### config.mk
export PLATFORM = sky130hd
export DESIGN_NAME = led_pattern_ctrl
export DESIGN_NICKNAME = d
export VERILOG_FILES = /design/src/rtl/led_ctrl_pkg.sv /design/src/rtl/key_debounce.sv /design/src/rtl/led_pattern_ctrl.sv
export SDC_FILE = /design/constraint.sdc
export NUM_CORES = 1
export LEC_CHECK = 0
export CORE_ASPECT_RATIO = 0.5
export CORE_MARGIN = 2
export CORE_UTILIZATION = 60
export DETAILED_ROUTE_END_ITERATION = 12
export PLACE_DENSITY_LB_ADDON = 0.2
export SLEW_MARGIN = 5
export SYNTH_ARGS = -nofsm -noshare
export SYNTH_HDL_FRONTEND = slang
export SYNTH_SLANG_ARGS = --single-unit
### constraint.sdc
create_clock -name MAX10_CLK1_50 -period 6.25 [get_ports MAX10_CLK1_50]
set_input_delay 0.9375 -clock MAX10_CLK1_50 [delete_from_list [all_inputs] [get_ports MAX10_CLK1_50]]
set_output_delay 0.9375 -clock MAX10_CLK1_50 [all_outputs]
set_load 0.05 [all_outputs]
### src/rtl/led_ctrl_pkg.sv
// Shared mode encodings and static LED pattern generators for the key-to-LED controller.
package led_ctrl_pkg;

    typedef enum logic [2:0] {
        MODE_ALT   = 3'd0,
        MODE_LOW   = 3'd1,
        MODE_HIGH  = 3'd2,
        MODE_WALK  = 3'd3,
        MODE_BLINK = 3'd4
    } mode_t;

    localparam mode_t MODE_LAST = MODE_BLINK;

    // Pattern functions build into a fixed wide vector; callers slice LED_W bits.
    localparam int PAT_MAX_W = 64;

    // Odd-numbered LEDs lit.
    function automatic logic [PAT_MAX_W-1:0] alt_pat(input int w);
        logic [PAT_MAX_W-1:0] p;
        p = '0;
        for (int i = 0; i < PAT_MAX_W; i++) begin
            if (i < w) p[i] = i[0];
        end
        return p;
    endfunction

    // Lower half of the LED row lit.
    function automatic logic [PAT_MAX_W-1:0] low_pat(input int w);
        logic [PAT_MAX_W-1:0] p;
        p = '0;
        for (int i = 0; i < PAT_MAX_W; i++) begin
            if (i < w / 2) p[i] = 1'b1;
        end
        return p;
    endfunction

    // Complement of low_pat within the w LED bits.
    function automatic logic [PAT_MAX_W-1:0] high_pat(input int w);
        logic [PAT_MAX_W-1:0] p;
        p = '0;
        for (int i = 0; i < PAT_MAX_W; i++) begin
            if ((i < w) && (i >= w / 2)) p[i] = 1'b1;
        end
        return p;
    endfunction

endpackage

### src/rtl/key_debounce.sv
// One active-low push-button: 2-flop synchroniser, stability counter, accepted level
// and a single-cycle press pulse on each accepted 1->0 transition.
module key_debounce #(
    parameter int DEBOUNCE_CYC = 500000
) (
    input  logic clk,
    input  logic rst,
    input  logic key_raw,
    output logic key_level,
    output logic key_press
);

    localparam int CNT_W = (DEBOUNCE_CYC > 1) ? $clog2(DEBOUNCE_CYC) : 1;
    localparam logic [CNT_W-1:0] CNT_LAST = CNT_W'(DEBOUNCE_CYC - 1);

    logic             sync1_reg;
    logic             sync2_reg;
    logic             level_reg;
    logic             level_prev_reg;
    logic             press_reg;
    logic [CNT_W-1:0] cnt_reg;

    // Two-stage synchroniser; idles high like a released button.
    always_ff @(posedge clk or posedge rst) begin
        if (rst) begin
            sync1_reg <= 1'b1;
            sync2_reg <= 1'b1;
        end else begin
            sync1_reg <= key_raw;
            sync2_reg <= sync1_reg;
        end
    end

    // Accept a new level only after DEBOUNCE_CYC consecutive differing cycles.
    always_ff @(posedge clk or posedge rst) begin
        if (rst) begin
            cnt_reg   <= '0;
            level_reg <= 1'b1;
        end else if (sync2_reg != level_reg) begin
            if (cnt_reg == CNT_LAST) begin
                level_reg <= sync2_reg;
                cnt_reg   <= '0;
            end else begin
                cnt_reg <= cnt_reg + 1'b1;
            end
        end else begin
            cnt_reg <= '0;
        end
    end

    // Falling edge of the accepted level becomes a one-cycle press pulse.
    always_ff @(posedge clk or posedge rst) begin
        if (rst) begin
            level_prev_reg <= 1'b1;
            press_reg      <= 1'b0;
        end else begin
            level_prev_reg <= level_reg;
            press_reg      <= level_prev_reg & ~level_reg;
        end
    end

    assign key_level = level_reg;
    assign key_press = press_reg;

endmodule

### src/rtl/led_pattern_ctrl.sv
// Key-driven LED pattern controller: debounced keys, mode/hold state machine,
// animation step counter and the registered LED row.
module led_pattern_ctrl
    import led_ctrl_pkg::*;
#(
    parameter int NUM_KEYS     = 2,
    parameter int LED_W        = 10,
    parameter int DEBOUNCE_CYC = 500000,
    parameter int STEP_CYC     = 12500000
) (
    input  logic                MAX10_CLK1_50,
    input  logic                reset,
    input  logic [NUM_KEYS-1:0] KEY,
    output logic [LED_W-1:0]    LEDR,
    output logic [2:0]          mode,
    output logic                hold,
    output logic [NUM_KEYS-1:0] key_press,
    output logic [NUM_KEYS-1:0] key_level
);

    localparam int STEP_W = (STEP_CYC > 1) ? $clog2(STEP_CYC) : 1;
    localparam logic [STEP_W-1:0] STEP_LAST = STEP_W'(STEP_CYC - 1);

    localparam logic [PAT_MAX_W-1:0] ALT_FULL  = alt_pat(LED_W);
    localparam logic [PAT_MAX_W-1:0] LOW_FULL  = low_pat(LED_W);
    localparam logic [PAT_MAX_W-1:0] HIGH_FULL = high_pat(LED_W);
    localparam logic [LED_W-1:0] ALT_PAT     = ALT_FULL[LED_W-1:0];
    localparam logic [LED_W-1:0] LOW_PAT     = LOW_FULL[LED_W-1:0];
    localparam logic [LED_W-1:0] HIGH_PAT    = HIGH_FULL[LED_W-1:0];
    localparam logic [LED_W-1:0] WALK_START  = LED_W'(1);
    localparam logic [LED_W-1:0] BLINK_START = {LED_W{1'b1}};

    mode_t             mode_reg, mode_next;
    logic              hold_reg, hold_next;
    logic              load_reg, load_next;
    logic [STEP_W-1:0] step_reg, step_next;
    logic [LED_W-1:0]  led_reg, led_next;
    logic              animated;
    logic              tick;

    for (genvar gi = 0; gi < NUM_KEYS; gi++) begin : g_key
        key_debounce #(
            .DEBOUNCE_CYC(DEBOUNCE_CYC)
        ) u_debounce (
            .clk      (MAX10_CLK1_50),
            .rst      (reset),
            .key_raw  (KEY[gi]),
            .key_level(key_level[gi]),
            .key_press(key_press[gi])
        );
    end

    // State register; load_reg starts set so the first cycle out of reset shows ALT.
    always_ff @(posedge MAX10_CLK1_50 or posedge reset) begin
        if (reset) begin
            mode_reg <= MODE_ALT;
            hold_reg <= 1'b0;
            load_reg <= 1'b1;
            step_reg <= '0;
            led_reg  <= '0;
        end else begin
            mode_reg <= mode_next;
            hold_reg <= hold_next;
            load_reg <= load_next;
            step_reg <= step_next;
            led_reg  <= led_next;
        end
    end

    // Next mode/hold, step counter and LED value. The counter stays at 0 during the
    // start-pattern load so every animation frame, the first included, lasts STEP_CYC.
    always_comb begin
        mode_next = mode_reg;
        hold_next = hold_reg;
        load_next = 1'b0;
        step_next = step_reg;
        led_next  = led_reg;
        tick      = 1'b0;
        animated  = (mode_reg == MODE_WALK) || (mode_reg == MODE_BLINK);

        if (key_press[0]) begin
            mode_next = (mode_reg >= MODE_LAST) ? MODE_ALT : mode_t'(mode_reg + 3'd1);
            hold_next = 1'b0;
            load_next = 1'b1;
        end else if (key_press[1]) begin
            hold_next = ~hold_reg;
        end

        if (key_press[0] || load_reg || !animated) begin
            step_next = '0;
        end else if (!hold_reg) begin
            if (step_reg == STEP_LAST) begin
                step_next = '0;
                tick      = 1'b1;
            end else begin
                step_next = step_reg + 1'b1;
            end
        end

        if (load_reg || !animated) begin
            case (mode_reg)
                MODE_LOW:   led_next = LOW_PAT;
                MODE_HIGH:  led_next = HIGH_PAT;
                MODE_WALK:  led_next = WALK_START;
                MODE_BLINK: led_next = BLINK_START;
                default:    led_next = ALT_PAT;
            endcase
        end else if (tick) begin
            if (mode_reg == MODE_WALK) led_next = {led_reg[LED_W-2:0], led_reg[LED_W-1]};
            else                       led_next = ~led_reg;
        end
    end

    assign LEDR = led_reg;
    assign mode = mode_reg;
    assign hold = hold_reg;

endmodule

==> reports/qor_table.md, run 1 <==
| Stage | Metric | This run |
|:---|:---|:---|
| power | Sequential cell power | 0.000573 W |
| power | Top power group | registers |
| power | Sequential group share of total power | 0.514 |
| clock tree | Buffers inserted by post-CTS timing repair | 0 |
| synthesis | XOR Share, Synth | 0.0788 |
| critical path | Reg-to-reg setup timing slack | 3.48 ns |
| sta | Final Slew Violations | 0 |
| clock tree | Buffer cell driving the clock tree root | clkbuf_16 |
| drt | Met2 WL post-DR | 4.06 mm |
| critical path | Required time of the critical path | 5.31 ns |
| sta | Hold_ws | 0.356 ns |
| power | Comb. pwr | 0.0000234 W |
| placed design | Post-Place Cell Area | 0.00479 mm² |
| drt | Routed via count | 3462 |
| synthesis | Net count after synthesis | 488 |
| global routing | Total global-route track usage | 0.229 |
| global routing | Grt met3 use | 0.0603 |
| critical path | Worst setup path startpoint | hold |
| run status | Result of the run | finished, final reports clean |
| clock tree | H-tree level count | 3 |
| synthesis | Basic Gates by Area | 0.269 |
| finish | Layout overhead on the synthesized area | 11.3% |
| global routing | Pin count of the biggest net entering global routing | 88 |
| job | Max Cap Viol | 0 |
| synthesis | Yosys Instances | 476 |
run_1/clock_wires.png
Scale bar: 50 µm.
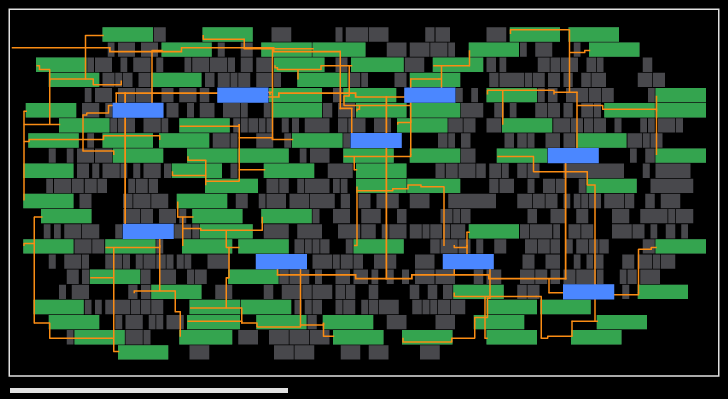
clock-net drivers: marked blue, count 9. clock wires: marked orange, length 1080 µm. flip-flops: marked green, count 87.
There are 10 routed clock nets.
part of the power in the clock network: 0.465
maximum clock skew at final layout: 0.00748 ns

run_1/class_map.png
Scale bar: 50 µm.
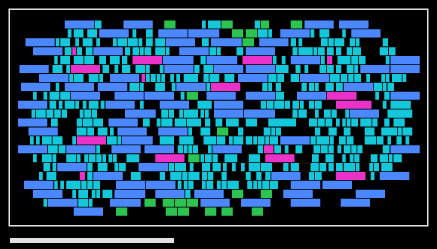
clock drivers and dummy loads: marked magenta, cells 15, share of their area 5.7%. remaining logic cells: marked cyan, cells 368, share of their area 46%. sequential cells: marked blue, cells 87, share of their area 44%. remaining buffers and delay cells: marked green, cells 22, share of their area 4.4%.
cell area after layout: 0.00507 mm²
final core utilization: 0.690
floorplan core area: 0.00735 mm²
sequential fraction of total cell area: 0.432

run_1/gates.png
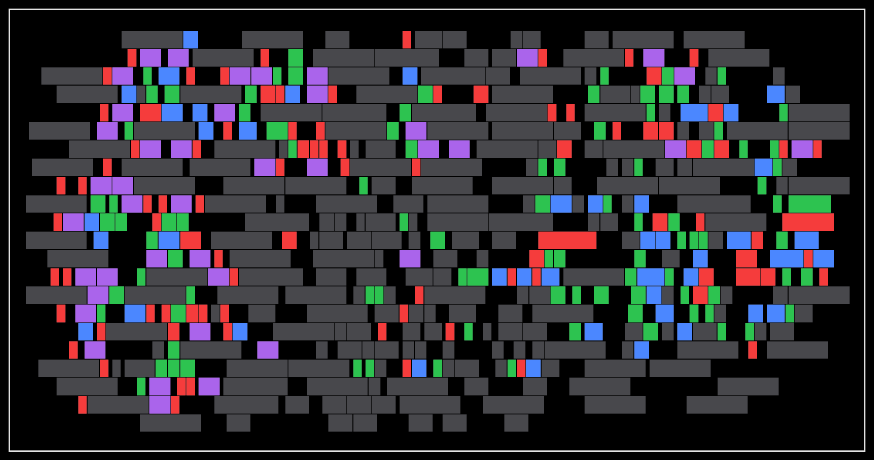
nor cells: marked red, cells 91, most used nor2_1. nand cells: marked green, cells 95, most used nand2_1. and/or cells: marked blue, cells 43, most used or3_1. xor and xnor cells: marked purple, cells 41, most used xor2_1.
logic gate fraction of the total cell area: 0.438
post-route non-filler standard cell count: 588
most common cell after layout, fill and taps aside: dfrtp_1

run_1/ff_map.png
Scale bar: 50 µm. Other sequential cells in the stronger gray, the rest of the logic in the fainter gray.
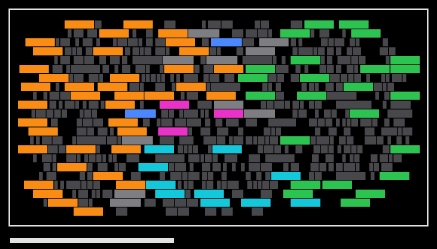
mode: marked magenta, sequential cells 3. step_reg: marked green, sequential cells 24. g_key.u_debounce.level_prev_reg: marked blue, sequential cells 2. LEDR: marked cyan, sequential cells 10, where bottom middle. g_key.u_debounce.cnt_reg: marked orange, sequential cells 38.
Another 10 sequential cells are not colored.

## Run 2: what changed since run 1
==> constraint.sdc (replaced) <==
create_clock -name MAX10_CLK1_50 -period 3.4 [get_ports MAX10_CLK1_50]
set_input_delay 0.51 -clock MAX10_CLK1_50 [delete_from_list [all_inputs] [get_ports MAX10_CLK1_50]]
set_output_delay 0.51 -clock MAX10_CLK1_50 [all_outputs]
set_load 0.05 [all_outputs]
run_2/class_map.png
Scale bar: 50 µm.
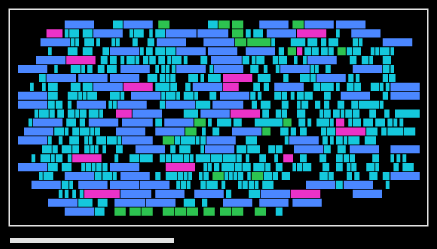
remaining logic cells: marked cyan, cells 368, share of their area 45%. sequential cells: marked blue, cells 87, share of their area 44%. remaining buffers and delay cells: marked green, cells 26, share of their area 5.2%. clock drivers and dummy loads: marked magenta, cells 16, share of their area 6.3%.

run_2/gates.png
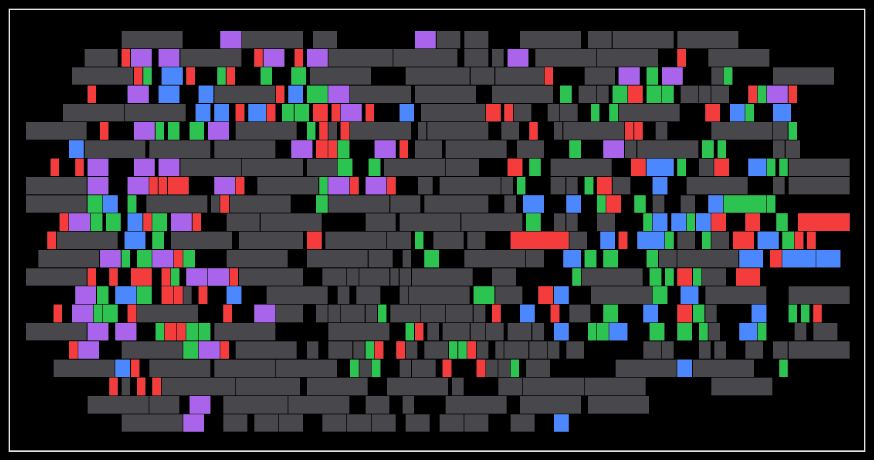
and/or cells: marked blue, cells 43, most used or3_1. nor cells: marked red, cells 91, most used nor2_1. xor and xnor cells: marked purple, cells 41, most used xor2_1. nand cells: marked green, cells 95, most used nand2_1.

==> run 2 against run 1 <==
  * First-iteration DRC count decreased by 5.1%
  * Setup slack got worse by 2.3 ns
  * Sequential share of layout area decreased by 0.66 points
  * Critical endpoint is now step_reg[19]
  * Highest routed layer unchanged
==> reports/qor_table.md, run 2 <==
| Stage | Metric | This run |
|:---|:---|:---|
| sta | Final Slew Violations | 0 |
| sta | Min setup slack post-route | 0.664 ns |
| global routing | Initial antenna violation count | 0 |
| finish | Logic gate fraction of the total cell area | 0.431 |
| power | Sequential group share of total power | 0.493 |
| critical path | Register-to-Register Path Depth | 7 |
| power | Comb. pwr | 0.0000460 W |
| clock tree | Cell resize tally after clock tree synthesis | 0 |
| floorplan | Floorplan core area | 0.00735 mm² |
| power | Sequential cell power | 0.00105 W |
| clock tree | Buffers inserted by post-CTS timing repair | 0 |
| drt | Routed via count | 3527 |
| synthesis | Basic Gates by Area | 0.269 |
| finish | Final core utilization | 0.701 |
| critical path | Worst setup path startpoint | mode[2] |
| job | Max Cap Viol | 0 |
| floorplan | Chip area | 0.00835 mm² |
| global routing | Pin count of the biggest net entering global routing | 88 |
| finish | Cell area after layout | 0.00515 mm² |
| synthesis | Number of cells produced by synthesis | 476 |
| finish | Logic area | 0.00222 mm² |
| sta | Maximum clock skew at final layout | 0.00521 ns |
| placed design | Post-Place Cell Area | 0.00483 mm² |
| power | Top power group | registers |
| critical path | WP depth | 7 |
| critical path | R2r startpoint | mode[2] |
| critical path | Endpoint type of the worst setup path | flip-flop |
| finish | CLK BUF | 12 |
| critical path | Reg-to-reg setup timing slack | 0.66 ns |
| finish | Sequential fraction of total cell area | 0.425 |
| drt | Met2 WL post-DR | 4.29 mm |
| synthesis | XOR Share, Synth | 0.0788 |
| power | Part of the power in the clock network | 0.485 |
| global routing | Grt met3 use | 0.0708 |
| finish | Layout overhead on the synthesized area | 13.1% |
| sta | Hold_ws | 0.358 ns |
| min path | Hold Startpoint | g_key[0].u_debounce.sync1_reg |
| finish | Layout multi-input combinational cell count | 357 |
| finish | Cell type taking the most area | combinational gates |
| global routing | Total global-route track usage | 0.248 |
| finish | Post-route non-filler standard cell count | 593 |
| critical path | Required time of the critical path | 3.67 ns |
| clock tree | Buffer cell driving the clock tree root | clkbuf_16 |
| synthesis | Yosys Instances | 476 |
| power | Switching Share | 0.209 |
| global routing | Top Usage Layer GRT | met2 |
| run status | Result of the run | finished, final reports clean |
| clock tree | H-tree level count | 3 |
| finish | Most common cell after layout, fill and taps aside | dfrtp_1 |
| synthesis | Net count after synthesis | 488 |
## Run 3: what changed since run 2
--- a/config.mk
+++ b/config.mk
@@ -7,7 +7,7 @@
 export LEC_CHECK = 0
 export CORE_ASPECT_RATIO = 0.5
 export CORE_MARGIN = 2
-export CORE_UTILIZATION = 60
+export CORE_UTILIZATION = 54
 export DETAILED_ROUTE_END_ITERATION = 12
 export PLACE_DENSITY_LB_ADDON = 0.2
 export SLEW_MARGIN = 5
==> constraint.sdc (replaced) <==
create_clock -name MAX10_CLK1_50 -period 2.25 [get_ports MAX10_CLK1_50]
set_input_delay 0.3375 -clock MAX10_CLK1_50 [delete_from_list [all_inputs] [get_ports MAX10_CLK1_50]]
set_output_delay 0.3375 -clock MAX10_CLK1_50 [all_outputs]
set_load 0.05 [all_outputs]
run_3/ff_map.png
Scale bar: 50 µm. Other sequential cells in the stronger gray, the rest of the logic in the fainter gray.
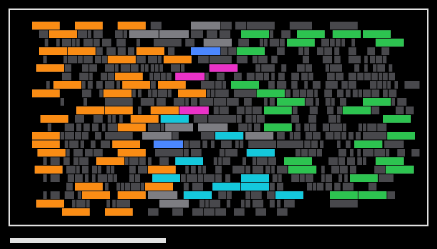
LEDR: marked cyan, sequential cells 10, where bottom middle. mode: marked magenta, sequential cells 3. g_key.u_debounce.cnt_reg: marked orange, sequential cells 38. step_reg: marked green, sequential cells 24. g_key.u_debounce.level_prev_reg: marked blue, sequential cells 2.
Another 10 sequential cells are not colored.
sequential cell power: 0.00159 W
final core utilization: 0.669

run_3/clock_wires.png
Scale bar: 50 µm.
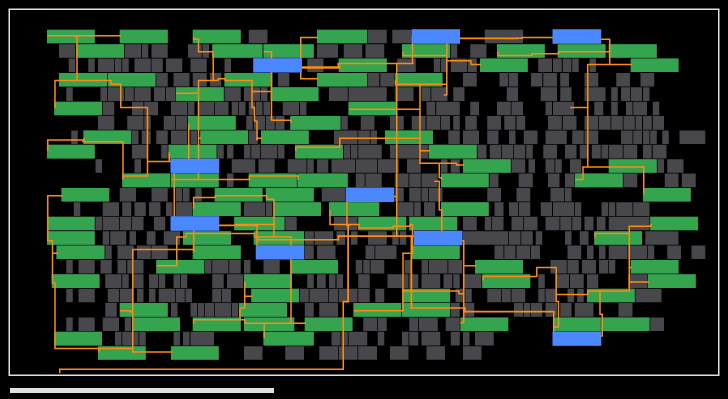
clock wires: marked orange, length 1110 µm. clock-net drivers: marked blue, count 9. flip-flops: marked green, count 87.
Position of the flops: all over the die.

==> run 3 against run 2 <==
  * Worst hold slack lost 0.00077 ns
  * Via count grew 1.1%
  * Sequential share of layout area shrank 2.0 points
  * Critical path depth shrank 1
  * Register-to-register slack lost 0.61 ns
  * Routed wire length is essentially flat
  * First-iteration DRC count shrank 7.0%
  * Cell area grew 5.0%
  * Global-route usage shrank 3.0 points
  * Sequential cell count is the same
  * Utilization shrank 3.2 points
  * Largest power group unchanged
  * Highest routed layer unchanged
==> reports/qor_table.md, run 3 <==
| Stage | Metric | This run |
|:---|:---|:---|
| global routing | Top Usage Layer GRT | met2 |
| sta | Hold_ws | 0.357 ns |
| drt | Met2 WL post-DR | 4.39 mm |
| finish | Layout overhead on the synthesized area | 18.8% |
| min path | Hold Startpoint | g_key[1].u_debounce.sync1_reg |
| clock tree | Cell resize tally after clock tree synthesis | 0 |
| power | Part of the power in the clock network | 0.460 |
| global routing | Pin count of the biggest net entering global routing | 27 |
| clock tree | H-tree level count | 3 |
| global routing | Grt met3 use | 0.0621 |
| critical path | Endpoint type of the worst setup path | flip-flop |
| power | Sequential group share of total power | 0.515 |
| power | Comb. pwr | 0.0000743 W |
| critical path | R2r startpoint | step_reg[9] |
| floorplan | Chip area | 0.00923 mm² |
| critical path | Register-to-Register Path Depth | 6 |
| finish | Cell type taking the most area | combinational gates |
| power | Switching Share | 0.232 |
| critical path | Worst setup path startpoint | step_reg[9] |
| run status | Result of the run | finished, final reports clean |
| finish | Sequential fraction of total cell area | 0.405 |
| critical path | Reg-to-reg setup timing slack | 0.05 ns |
| finish | Layout multi-input combinational cell count | 357 |
| critical path | Required time of the critical path | 2.46 ns |
Power figures rest on the tool's default switching activity, not on a simulated workload.
